### config.mk
export PLATFORM = sky130hd
export DESIGN_NAME = decode_pipe
export DESIGN_NICKNAME = d
export VERILOG_FILES = /design/src/rtl/decode_pipe.sv
export SDC_FILE = /design/constraint.sdc
export NUM_CORES = 1
export LEC_CHECK = 0
export CAP_MARGIN = 20
export CORE_ASPECT_RATIO = 1.4
export CORE_MARGIN = 3
export CORE_UTILIZATION = 30
export CTS_CLUSTER_DIAMETER = 30
export CTS_CLUSTER_SIZE = 8
export DETAILED_ROUTE_END_ITERATION = 12
export MAX_ROUTING_LAYER = met4
export PLACE_DENSITY_LB_ADDON = 0.3
export SETUP_SLACK_MARGIN = 0.15
export SLEW_MARGIN = 20
export SYNTH_ARGS = -nofsm -noshare
export SYNTH_HDL_FRONTEND = slang
export SYNTH_SLANG_ARGS = --single-unit
### constraint.sdc
create_clock -name clk -period 1.5 [get_ports clk]
set_input_delay 0.15 -clock clk [delete_from_list [all_inputs] [get_ports clk]]
set_output_delay 0.15 -clock clk [all_outputs]
set_load 0.02 [all_outputs]
### src/rtl/decode_pipe.sv
// PIC16-class instruction decode stage: one word per cycle in, registered ALU
// control fields out, with squash of the word after a taken skip or a branch.
module decode_pipe #(
   parameter int F_W  = 7,
   parameter int K_W  = 8,
   parameter int A_W  = 11,
   parameter int OP_W = 4,
   localparam int INST_W = F_W + 7
) (
   input  logic              clk,
   input  logic              reset,
   input  logic [INST_W-1:0] inst_in,
   input  logic              inst_valid,
   input  logic              stall,
   input  logic              skip_taken,
   output logic [OP_W-1:0]   inst,
   output logic              d,
   output logic              switch_a_m,
   output logic [2:0]        bit_number,
   output logic [F_W-1:0]    f_addr,
   output logic [K_W-1:0]    literal,
   output logic [A_W-1:0]    target,
   output logic              dec_valid,
   output logic              is_skip,
   output logic              skip_on_set,
   output logic              is_call,
   output logic              is_goto,
   output logic              is_retlw,
   output logic              illegal
);

   typedef enum logic {RUN = 1'b0, SQUASH = 1'b1} state_t;

   typedef struct packed {
      logic [OP_W-1:0] op;
      logic            d;
      logic            sam;
      logic [2:0]      bitn;
      logic [F_W-1:0]  fa;
      logic [K_W-1:0]  lit;
      logic [A_W-1:0]  tgt;
      logic            skip;
      logic            sos;
      logic            call;
      logic            jump;
      logic            retlw;
      logic            ill;
      logic            valid;
   } dec_t;

   function automatic logic [OP_W-1:0] opc(input logic [3:0] v);
      return OP_W'(v);
   endfunction

   // Bubble: NOP with every flag clear, also the reset image.
   function automatic dec_t bubble();
      dec_t b;
      b    = '0;
      b.op = opc(4'd1);
      return b;
   endfunction

   state_t state_r, state_s;
   dec_t   dec_s, nxt_s, out_r;

   logic [1:0] cls_s;
   logic [3:0] op4_s;
   logic [1:0] bop_s;

   assign cls_s = inst_in[INST_W-1 -: 2];
   assign op4_s = inst_in[INST_W-3 -: 4];
   assign bop_s = inst_in[F_W+4 -: 2];

   // Combinational decode of the presented word.
   always_comb begin
      dec_s       = bubble();
      dec_s.valid = 1'b1;
      case (cls_s)
         2'b00: begin
            dec_s.d   = inst_in[F_W];
            dec_s.sam = 1'b1;
            dec_s.fa  = inst_in[F_W-1:0];
            case (op4_s)
               4'h0:    dec_s.op = opc(4'd1);
               4'h1:    dec_s.op = opc(4'd9);
               4'h2:    dec_s.op = opc(4'd3);
               4'h3:    dec_s.op = opc(4'd6);
               4'h4:    dec_s.op = opc(4'd10);
               4'h5:    dec_s.op = opc(4'd4);
               4'h6:    dec_s.op = opc(4'd7);
               4'h7:    dec_s.op = opc(4'd2);
               4'h8:    dec_s.op = opc(4'd0);
               4'h9:    dec_s.op = opc(4'd12);
               4'hA:    dec_s.op = opc(4'd5);
               4'hB:    begin dec_s.op = opc(4'd6); dec_s.skip = 1'b1; end
               4'hC:    dec_s.op = opc(4'd15);
               4'hD:    dec_s.op = opc(4'd8);
               4'hE:    dec_s.op = opc(4'd11);
               4'hF:    begin dec_s.op = opc(4'd5); dec_s.skip = 1'b1; end
               default: begin dec_s.op = opc(4'd1); dec_s.ill = 1'b1; end
            endcase
         end
         2'b01: begin
            dec_s.bitn = inst_in[F_W+2 -: 3];
            dec_s.fa   = inst_in[F_W-1:0];
            dec_s.sam  = 1'b1;
            dec_s.d    = 1'b1;
            case (bop_s)
               2'b00:   dec_s.op = opc(4'd13);
               2'b01:   dec_s.op = opc(4'd14);
               2'b10:   begin dec_s.op = opc(4'd1); dec_s.skip = 1'b1; dec_s.d = 1'b0; end
               2'b11:   begin
                  dec_s.op   = opc(4'd1);
                  dec_s.skip = 1'b1;
                  dec_s.sos  = 1'b1;
                  dec_s.d    = 1'b0;
               end
               default: begin dec_s.op = opc(4'd1); dec_s.ill = 1'b1; end
            endcase
         end
         2'b11: begin
            dec_s.lit = inst_in[K_W-1:0];
            casez (op4_s)
               4'b00??: dec_s.op = opc(4'd0);
               4'b01??: begin dec_s.op = opc(4'd0); dec_s.retlw = 1'b1; end
               4'b1000: dec_s.op = opc(4'd10);
               4'b1001: dec_s.op = opc(4'd4);
               4'b1010: dec_s.op = opc(4'd7);
               4'b110?: dec_s.op = opc(4'd3);
               4'b111?: dec_s.op = opc(4'd2);
               default: begin dec_s.op = opc(4'd1); dec_s.ill = 1'b1; end
            endcase
         end
         2'b10: begin
            dec_s.tgt = inst_in[A_W-1:0];
            if (op4_s[3]) begin
               dec_s.jump = 1'b1;
            end else begin
               dec_s.call = 1'b1;
            end
         end
         default: dec_s.ill = 1'b1;
      endcase
   end

   // Next registered image and squash state; a squashed word never re-arms.
   always_comb begin
      nxt_s   = bubble();
      state_s = state_r;
      if (inst_valid) begin
         if (state_r == RUN) begin
            nxt_s = dec_s;
            if ((dec_s.skip && skip_taken) || dec_s.call || dec_s.jump || dec_s.retlw) begin
               state_s = SQUASH;
            end else begin
               state_s = RUN;
            end
         end else begin
            state_s = RUN;
         end
      end else begin
         state_s = state_r;
      end
   end

   // Output and state registers; stall freezes everything.
   always_ff @(posedge clk or posedge reset) begin
      if (reset) begin
         out_r   <= bubble();
         state_r <= RUN;
      end else if (!stall) begin
         out_r   <= nxt_s;
         state_r <= state_s;
      end
   end

   assign inst        = out_r.op;
   assign d           = out_r.d;
   assign switch_a_m  = out_r.sam;
   assign bit_number  = out_r.bitn;
   assign f_addr      = out_r.fa;
   assign literal     = out_r.lit;
   assign target      = out_r.tgt;
   assign dec_valid   = out_r.valid;
   assign is_skip     = out_r.skip;
   assign skip_on_set = out_r.sos;
   assign is_call     = out_r.call;
   assign is_goto     = out_r.jump;
   assign is_retlw    = out_r.retlw;
   assign illegal     = out_r.ill;

endmodule

==> run summary <==
Implementation results are summarized by area below.

Timing
The final setup skew is 0.00361 ns. The number of hold violations in the final report is 0. The final setup violation count is 0. After layout, the minimum clock period comes to 1.40 ns. The slew at the pin closest to its max-slew limit is 0.425 ns. The post-route worst hold slack is 0.182 ns. The share of the clock period used by the worst path is 93.2%. In the final timing run, aggregate negative setup slack is 0 ns. The peak clock frequency supported by timing is 715 MHz. Pins over their slew limit in the final report were tallied at 0. Setup repair after global routing could not meet its margin everywhere. Checking max transition, the worst relative margin is 71.7%.

Global route
The most heavily used metal layer in global routing is met2. The maximum number of pins on one net before global-route repair is 44. The global-route congestion overflow total is 0.

The global-route wire length before repair is 8060 um. The routing usage on met2 is 23.2%. The via count of the first global-routing pass is 1670. The number of antenna violations at the first check in global routing is 0.

For met3 alone, demand over resource in global routing was 3.21%. The global routing report lists combined usage of all routing layers as 14.5%. The met1 track demand over resource is 17.9%.

Worst setup path
The data arrival time reported for the critical path is 1.63 ns. The capture point of the critical path was reported as bit_number[2]. STA classifies the critical path endpoint as a flip-flop. The largest fanout of any net on the critical path is 11. For the worst setup path, the data required time is 1.73 ns.

The worst-case register-to-register setup slack is 0.10 ns. The largest single stage delay on the critical path is 0.43 ns. The largest individual stage delay along the critical path comes from the cell dfrtp_1. The startpoint of the most critical register-to-register path is state_r.

Together, buffers and inverters on the worst path number 1. The worst-case reg-to-reg path depth is 4. The number of cells on the critical path is 4. The critical path is of the flip-flop to flip-flop type. The worst setup path is launched from a flip-flop. Looking at the reg2reg group, the worst path ends at bit_number[2].

In this run the worst setup path begins at state_r. Traced cell by cell, the critical path runs through or3b_4 > nor2_4 > buf_12 > a32o_1. The cell family with the largest share of critical-path delay is simple AND/OR/NAND/NOR gates.

Yosys
The portion of netlist area occupied by mux cells is 1.65%. The count of instantiated cells in the yosys netlist is 166. The number of nets produced by synthesis is 185. The average instance in the mapped netlist occupies 11.4 um2. The Yosys step of the flow raised 0 warnings.

The synthesized netlist devotes 0% of its cell area to adder and majority cells. The post-synth count of flops with an enable pin is 0. The area share of the leading cell type in the synthesized netlist is 55.6%. The synthesis report lists the most area-consuming cells as dfrtp_1, a22o_1, nand2_1, a32o_1, o21ai_0. The most frequently used flop master after synthesis is dfrtp_1.

The synthesized instance count is 166. Of all flip-flops after synthesis, the portion carrying an async set or reset was 100%. The area recorded from the Yosys report for this design is 1890 um2. The largest combinational cell category by area is AND-OR/OR-AND gates.

Sorting the Yosys area breakdown by cell type puts at the top dfrtp_1. The share of the synthesized netlist area taken by xor and xnor gates is 0.927%. Counting distinct cell types in the post-synthesis netlist gives 39. The post-synthesis share of cell area spent on and-or and or-and gates is 23.8%. After synthesis the netlist holds a flip-flop and latch count of 43. In the synthesized netlist, the cells that appear most often are dfrtp_1, a22o_1, nand2_1, o21ai_0. dfrtp_1 is the most common cell in the netlist.

The combined area of all synthesized cells is 1890 um2. For this run, the register share of the synthesized area comes to 57.0%. The simple-gate share of the synthesized area is 11.1%.

Pwr
Combinational cells consume a total of 485 uW. The proportion of total power due to net switching is 27.5%. The total power is 2440 uW. For this design the static power due to leakage is 0.00145 uW. The total internal power is 1770 uW. For this design the total switching power over the nets is 671 uW. The script computed a power per unit cell area of 864 nW/um2.

The maximum vdd drop is 0.327 mV. The combinational share of power is 19.9%. The fraction of power consumed by sequential logic is 51.4%. The power dissipated in sequential cells is 1250 uW. The part of the total power dissipated in the clock network is 28.8%. Looking at the group totals, the largest power group turns out to be sequential cells.

Route
The routed wirelength on the met1 layer is recorded as 2120 um. The first TritonRoute pass finished after 4 iterations. The detailed-route via count is 1633. The script logs the mean routed wire length per placed instance as 15.4 um.

The number of nets with antenna violations after routing is 0. The vias per cell is 5.10. The DRC violation total left in the routed layout is recorded as 0.

The uppermost signal routing layer after detailed routing is met4. The violation count after the first detailed-route iteration is 87. In the detailed route, the total length drawn on met2 is 2450 um. The final layout contains routed wiring with a total length of 4920 um. The routed length on met3 is 271 um.

Place
The half-perimeter wire length after placement is 3660 um. The placement summary gives the final routability congestion estimate as 0.832. The number of placed instances, taps included is 311. The number of port buffers is 60.

Per the detailed placement report, the placed cell area equals 2760 um2.

Cells and area
The most common logic cells in the final layout are dfrtp_1, dlygate4sd2_1, buf_4. The final-layout fill cell count is 578. After routing the design area is 2830 um2. The area taken by sequential standard cells is reported as 1080 um2.

The number of nets in the layout is 268. The combined area of the multi-input logic cells is 732 um2. The area growth from synthesis to layout is 49.5%. The number of antenna diodes in the final layout is 0. The flip-flop count of the largest register after layout is 11. Per the final layout report, the fraction of cells sized above drive strength 1 comes to 18.4%. The number of standard cells in the final layout excluding fillers is 320.

Clock tree
The clock root buffer is clkbuf_8. The clock tree from TritonCTS is done. The CTS sink count is 43.

After clock tree synthesis, the flow added hold-fix buffers numbering 0. Looking at the clock tree report, the H-tree level count equals 2. The maximum buffer depth of the clock tree is 2. On the reported timing paths, the clock transition at the registers reads 0.08 ns.

Floorplanning
The total area inside the core boundary comes to 5990 um2. In this run the full chip footprint comes out at 7300 um2. The top-level I/O count is 61. The initialized floorplan defines 33 standard-cell rows. The starting density of the core is 31.6%.

Min path
The type of the most critical hold path is primary input to asynchronous set/reset pin.

Flow run
The reported max-cap violation count is 0. Warnings raised by the tools during the run amount to 28.

Run status
The flow ran to the end, and the final reports show no timing, DRC or antenna violations.
## repair_timing
| action | in CTS | in global routing |
|---|---|---|
| setup buffers | 0 | 1 |
| hold endpoints to repair | 0 | 0 |
| pin swaps | 0 | 4 |
| resized | 43 | 8 |
| setup endpoints to repair | 65 | 35 |
## per-stage QoR
step	setup slack [ns]	util [%]
after floorplan	0.215	-
after global placement	-0.159	46.1
after detailed placement	-0.164	46.1
after CTS	0.123	46.7
after global routing	0.0667	47.2
final	0.101	47.2
## area by class of cell
type | instances | area share [%]
sequential | 43 | 38.1
timing repair buffer | 91 | 29.1
multi-input combinational | 102 | 25.9
tap | 70 | 3.10
clock buffer | 6 | 2.57
inverter | 6 | 0.797
clock inverter | 2 | 0.443
Figure 1. Pin placement.
Drawn at 4 px/um. Pins as bars across the die edge, other pins in grey.
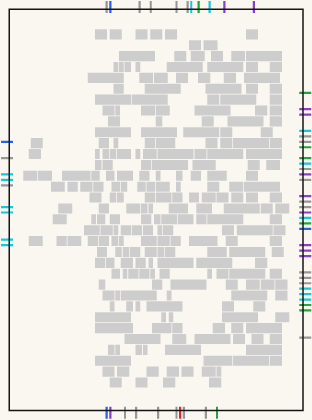
- purple: `target` (pins 11; direction output; edge 8 right, 2 top, 1 bottom)
- green: `literal` (pins 8; direction output; edge 6 right, 1 bottom, 1 top)
- red: `illegal` (pins 1; direction output; edge bottom)
- cyan: `inst_in` (pins 14; direction input; edge 6 right, 6 left, 2 top)
- blue: `inst` (pins 4; direction output; edge 1 bottom, 1 top, 1 right, 1 left)
- all pins by edge: 31 right, 11 top, 10 bottom, 9 left
die width: 73.1 um
die height: 99.9 um

Figure 2. Clock routing.
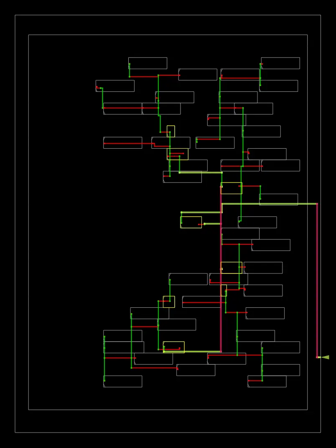
number of buffers added by the clock tree synthesis step: 5
clock insertion delay at the later pin of the skew report: 0.29 ns
Clock buffer cells: 6
Power Clock: 703 uW

Figure 3. Wiring by layer.
Drawn at 3 px/um.
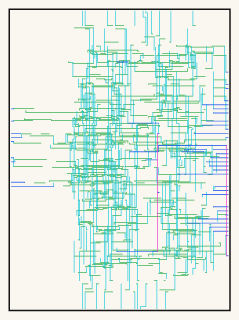
- magenta: M4 (wire length 76.2 um)
- blue: M3 (wire length 271 um)
- green: M1 (wire length 2120 um)
- cyan: M2 (wire length 2450 um)

No activity file was given, so power comes from the tool's default toggle rates.
